<file path="src/rtl/reg_dump_pkg.sv">
// Shared types and constants for the register-file dump engine.
package reg_dump_pkg;

    typedef enum logic [2:0] {
        IDLE,
        HDR,
        CNT,
        FETCH,
        SEND,
        SUM
    } dump_state_t;

    localparam logic [7:0] DUMP_HDR  = 8'hA5;
    localparam int         RF_ADDR_W = 4;

endpackage

</file>
<file path="src/rtl/reg_dump.sv">
// Walks the register file read port and streams a framed packet
// (header, count, data, XOR checksum) over a valid/ready byte link.
module reg_dump
    import reg_dump_pkg::*;
#(
    parameter int num_reg   = 12,
    parameter int reg_width = 8
) (
    input  logic                 clk,
    input  logic                 reset,
    input  logic                 start,
    input  logic                 abort,
    output logic [RF_ADDR_W-1:0] rs_addr,
    input  logic [reg_width-1:0] rs_out,
    output logic [7:0]           tx_data,
    output logic                 tx_valid,
    input  logic                 tx_ready,
    output logic                 busy,
    output logic                 done
);

    generate
        if (num_reg < 1 || num_reg > 16) begin : g_bad_num_reg
            $error("reg_dump: num_reg must be in 1..16");
        end
        if (reg_width < 1 || reg_width > 8) begin : g_bad_reg_width
            $error("reg_dump: reg_width must be in 1..8");
        end
    endgenerate

    localparam logic [RF_ADDR_W-1:0] LAST_IDX = RF_ADDR_W'(num_reg - 1);
    localparam logic [7:0]           NUM_BYTE = 8'(num_reg);

    dump_state_t          state_reg;
    logic [RF_ADDR_W-1:0] idx_reg;
    logic [7:0]           csum_reg;
    logic [7:0]           tx_data_reg;
    logic                 done_reg;
    logic [7:0]           rs_ext;
    logic                 handshake;

    // Zero-extend the register value onto the byte lane.
    genvar gi;
    generate
        for (gi = 0; gi < 8; gi++) begin : g_ext
            if (gi < reg_width) begin : g_bit
                assign rs_ext[gi] = rs_out[gi];
            end else begin : g_zero
                assign rs_ext[gi] = 1'b0;
            end
        end
    endgenerate

    assign tx_valid  = (state_reg == HDR) || (state_reg == CNT) ||
                       (state_reg == SEND) || (state_reg == SUM);
    assign handshake = tx_valid && tx_ready;
    assign busy      = (state_reg != IDLE);
    assign rs_addr   = idx_reg;
    assign tx_data   = tx_data_reg;
    assign done      = done_reg;

    always_ff @(posedge clk) begin
        if (reset) begin
            state_reg   <= IDLE;
            idx_reg     <= '0;
            csum_reg    <= '0;
            tx_data_reg <= '0;
            done_reg    <= 1'b0;
        end else begin
            done_reg <= 1'b0;
            // Abort truncates the packet; index returns to 0 so rs_addr idles at 0.
            if (abort && state_reg != IDLE) begin
                state_reg   <= IDLE;
                idx_reg     <= '0;
                csum_reg    <= '0;
                tx_data_reg <= '0;
            end else begin
                case (state_reg)
                    IDLE: begin
                        if (start && !abort) begin
                            state_reg   <= HDR;
                            idx_reg     <= '0;
                            csum_reg    <= '0;
                            tx_data_reg <= DUMP_HDR;
                        end
                    end
                    HDR: begin
                        if (handshake) begin
                            state_reg   <= CNT;
                            tx_data_reg <= NUM_BYTE;
                        end
                    end
                    CNT: begin
                        if (handshake) begin
                            state_reg <= FETCH;
                        end
                    end
                    FETCH: begin
                        // Latching here keeps the byte stable under backpressure
                        // even if the datapath rewrites this register.
                        tx_data_reg <= rs_ext;
                        csum_reg    <= csum_reg ^ rs_ext;
                        state_reg   <= SEND;
                    end
                    SEND: begin
                        if (handshake) begin
                            if (idx_reg == LAST_IDX) begin
                                state_reg   <= SUM;
                                tx_data_reg <= csum_reg;
                            end else begin
                                idx_reg   <= idx_reg + 1'b1;
                                state_reg <= FETCH;
                            end
                        end
                    end
                    SUM: begin
                        if (handshake) begin
                            state_reg   <= IDLE;
                            idx_reg     <= '0;
                            csum_reg    <= '0;
                            tx_data_reg <= '0;
                            done_reg    <= 1'b1;
                        end
                    end
                    default: begin
                        state_reg <= IDLE;
                    end
                endcase
            end
        end
    end

endmodule

</file>
<file path="config.mk">
export PLATFORM = sky130hd
export DESIGN_NAME = reg_dump
export DESIGN_NICKNAME = d
export VERILOG_FILES = /design/src/rtl/reg_dump_pkg.sv /design/src/rtl/reg_dump.sv
export SDC_FILE = /design/constraint.sdc
export NUM_CORES = 1
export LEC_CHECK = 0
export ABC_AREA = 1
export ABC_CLOCK_PERIOD_IN_PS = 1400
export CAP_MARGIN = 20
export CORE_MARGIN = 2
export CORE_UTILIZATION = 47
export DETAILED_ROUTE_END_ITERATION = 10
export PLACE_DENSITY = 0.86
export SLEW_MARGIN = 20
export SYNTH_ARGS = -nofsm -noshare
export SYNTH_HDL_FRONTEND = slang
export SYNTH_SLANG_ARGS = --single-unit
</file>
<file path="constraint.sdc">
create_clock -name clk -period 1.4 [get_ports clk]
set_clock_uncertainty 0.15 [all_clocks]
set_input_delay 0.21 -clock clk [delete_from_list [all_inputs] [get_ports clk]]
set_output_delay 0.21 -clock clk [all_outputs]
set_load 0.05 [all_outputs]
</file>
### Cell classes on the final placement

Bar = 20 um. Fill, decap, tap and diode cells in grey.
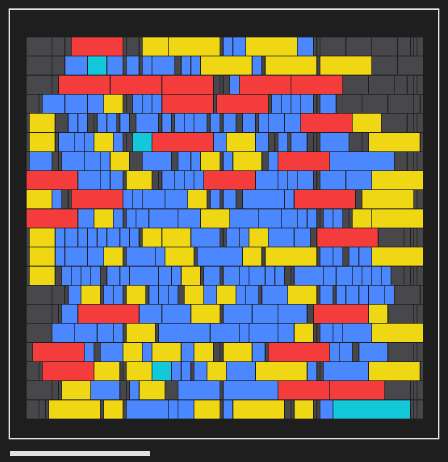
legend:
  red:
    class: flip-flops
    cells: 24
    share_of_their_area: 20%
  yellow:
    class: other buffers and delay cells
    cells: 63
    share_of_their_area: 30%
  blue:
    class: all other logic
    cells: 195
    share_of_their_area: 48%
  cyan:
    class: clock drivers and dummy loads
    cells: 4
    share_of_their_area: 2.1%
core area: 0.00308 mm2
sequential share of cell area: 0.196
Core Util, Final: 0.830

### Track usage over the die

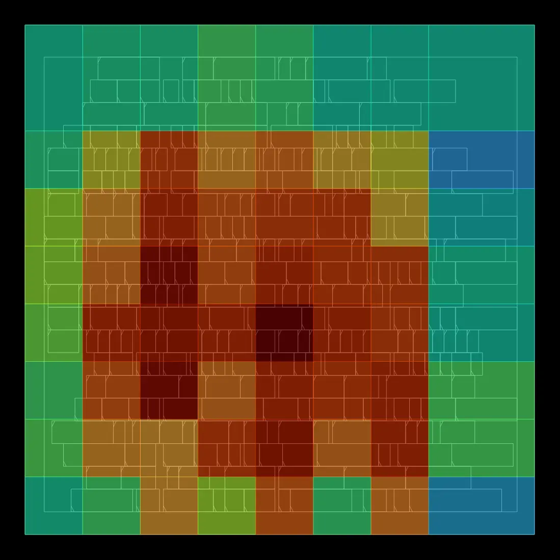
met3 GRT Util: 0.0384
DR WL/cell: 16.4 um
gr usage total: 0.292

==> ci_impl_report.md <==
## PnR job results

| Metric | Value |
|---|---|
| Comb power frac | `0.679` |
| Detailed Route Iter0 Violations | `133` |
| Final ANT Viol Nets | `0` |
| Fp_density | `0.496` |
| Initial antenna violation count | `0` |
| FF-to-FF setup slack | `-350 ps` |
| Seq/Total Area, Yosys | `0.315` |
| Ports | `28` |
| FF-to-FF End | `tx_data[4]` |
| Max Clock Freq | `572 MHz` |
| Met2 GRT Util | `0.513` |
| Pwr Density | `1940 mW/mm2` |
| Grt met1 use | `0.332` |
| Synth Instances | `227` |
| Multiplexer share of the synthesized area | `0` |
| Die ar. | `~0.0037 mm2` |
| Hold depth | `2` |
| Top cell excl fill/tap | `nand2_1` |
| Die X | `61.0 um` |
| Final WL | `5420 um` |
| Worst Slack Setup Final | `-349 ps` |
| Status | `complete, but fails checks` |
| Clock buffer depth | `2` |
| Yosys Chip Area | `0.00153 mm2` |
| Dominant comb cell | `simple AND/OR/NAND/NOR gates` |
| Yosys top cell area share | `0.315` |
| Total power | `4.95 mW` |
| Slew Limit Fails | `0` |
| Sw Ratio | `0.476` |
| FFs w/ async S/R, synth | `0` |
| Gr busiest metal | `met2` |
| Drt drc | `0` |
| Number of diodes | `0` |
| Yosys aoi share | `0.0943` |
| Grt ovf | `0` |
| CP required | `1530 ps` |
| Adder share | `0.00820` |
| RSZ-0062 raised after global routing | `yes` |
| Worst Hold Class | `reg2reg` |
| Max-cap viol count | `0` |
| Cell-internal power | `2.60 mW` |
| Gp weighted congestion | `about 0.94` |
| Skew-Pair Late Insertion Delay | `350 ps` |
| Sequential Power Share | `0.212` |
| Clock sink count | `24` |
| Flops & latches, synth | `24` |
| Hold_sp | `csum_reg[5]` |
| Largest net degree at the start of global routing | `15` |
| Final-layout fill cell count | `157` |
| IO Port Bufs | `27` |
| Top Layout Cells | `nand2_1 (49), nor2_1 (23), buf_4 (23)` |
| Switch Pwr | `2.35 mW` |
| Slew @ Worst Pin | `293 ps` |
| Largest area contributor in the netlist | `dfxtp_1` |
| Worst r2r path cells | `8` |
| Number of enable flip-flop cells | `0` |
| CTS Buf Count | `3` |
| Top cells, area | `dfxtp_1 (32%), nand2_1 (16%), nand3_1 (8.2%), nor2_1 (6.9%), a21oi_1 (5.6%)` |
| Most common reg cell | `dfxtp_1` |
| Worst setup SP type | `flop` |
| Nets | `approximately 300` |
| CP max FO | `8` |
| Final setup viols | `26` |
| Post-route minimum period | `1750 ps` |
| Final hold violations | `0` |
| Yosys warns | `0` |
| Die height | `61.0 um` |
| Syn_area_per_cell | `between 6 and 7 um2` |
| CTS H-tree lvls | `1` |
| Cells in synth_stat.txt | `227` |
| Library cells used by synthesis | `26` |
| Max_slew headroom | `0.804` |
| Initial DRT Pass Iterations | `5` |
| Failing checks | `setup timing` |
| Root buffer cell | `clkbuf_4` |
| Yosys xor share | `0.0345` |
| Vias | `~1.9k` |
| CTS Hold Bufs | `0` |
| CP Data Arrival Time | `1880 ps` |
| Via density per instance | `approximately 5.6` |
| Leak | `1.08 nW` |
| Nets at Floorplan | `241` |
| Rows | `20` |
| Critical path type | `reg2reg` |
| Dpl hpwl | `2960 um` |
| OpenROAD warning count | `29` |
| Clock power share | `0.109` |
| TritonCTS clock tree | `built` |
| Number of global-route vias before repair | `1777` |
| Peak VDD IR | `approximately 1400 uV` |
| Critical Path End Type | `flop` |
| Worst-path clk slew | `150 ps` |
| First-pass GRT wire length | `7970 um` |
| Dpl ws | `-366 ps` |
| Simple share | `0.439` |
| Area Overhead vs Synth | `67.6%` |
| Critical R2R Launch | `state_reg[2]` |
| Hold Slack | `roughly 350 ps` |
| Critical path origin | `state_reg[2]` |
| Crit share post-route | `1.25` |
| Share of post-route cells with drive strength above 1 | `0.444` |
| Worst hold endpoint | `csum_reg[5]` |
| Synthesized area | `0.00153 mm2` |
==> worst max path at each step <==
stage	endpoint	slack, ps
after detailed placement	state_reg[1]	-370
after floorplan	tx_data[1]	-140
after global routing	tx_data[5]	-400
after CTS	busy	-230
after global placement	tx_data[1]	-310
final	tx_data[4]	-350
==> per-layer routing <==
| layer | up-vias | routed length, um | part of all wire |
|---|---|---|---|
| met3 | 44 | 363 | 0.067 |
| met4 | 0 | 402 | 0.074 |
| met5 | - | 0 | 0 |
| met1 | 852 | 1930 | 0.36 |
| li1 | 838 | - | - |
| met2 | 122 | 2720 | 0.50 |
==> power groups by stage <==
stage	clock network (mW)	registers, mW	logic, mW
6_report	0.540	1.05	3.36
3_5_place_dp	0	1.04	2.75
3_3_place_gp	0	1.03	2.70
5_1_grt	0.580	1.07	3.50
4_1_cts	0.521	1.04	3.11
2_1_floorplan	0	1.39	1.32
==> cell type report <==
type                            count  area [um2]  area share
Clock inverter                      1        30.0      0.0117
Sequential cell                    24         502       0.196
Multi-Input combinational cell    171        1090       0.425
Clock buffer                        3        22.5     0.00881
Inverter                           24         113      0.0441
Timing Repair Buffer               63         748       0.293
Tap cell                           44        55.1      0.0215
==> metrics by stage <==
step	cell area (um2)	std cells	TNS, ps	util
6_report	2560	330	-6080	0.830
5_1_grt	2560	330	-8330	0.830
4_1_cts	2470	326	-3850	0.802
3_5_place_dp	2230	316	-6620	0.725
3_3_place_gp	2230	316	-6160	0.725
2_1_floorplan	1650	227	-1490	-
==> cells in the mapped netlist, types with 2 or more instances <==
| cell type | number |
|---|---|
| nand2_1 | 63 |
| nor2_1 | 28 |
| nand3_1 | 25 |
| dfxtp_1 | 24 |
| inv_1 | 20 |
| a21oi_1 | 17 |
| nand2_2 | 6 |
| xor2_1 | 6 |
| buf_6 | 5 |
| nor2_4 | 5 |
| inv_2 | 4 |
| nor2_2 | 4 |
| o21ai_0 | 4 |
| a21oi_2 | 2 |
| buf_4 | 2 |
| nand4_1 | 2 |
==> repair_timing <==
action / CTS / global route
gates resized: 40 / 16
pin swaps: 8 / 4
buffers inserted: 6 / 3
cloned: 0 / 1
setup endpoints to repair: 26 / 27
==> critical path, cell delays in order, from the launching register on <==
cell and delay, ps:
dfxtp_4 420, buf_4 170, nand3_1 100, nor2_1 90
nor2_4 200, nand2_2 120, nor2_4 220, nor2_1 80
nor2_1 120
==> cell families (layout without fill, tap and decap cells) <==
family	count (synthesis)	after routing
xor gates and xnor gates	6	6
buffers and inverters	32	91
and+or+nand+nor	139	139
DFF	24	24
adders and majority gates	1	1
AOI/OAI and AO/OA	25	25
Power is estimated from default activity; no workload was simulated.
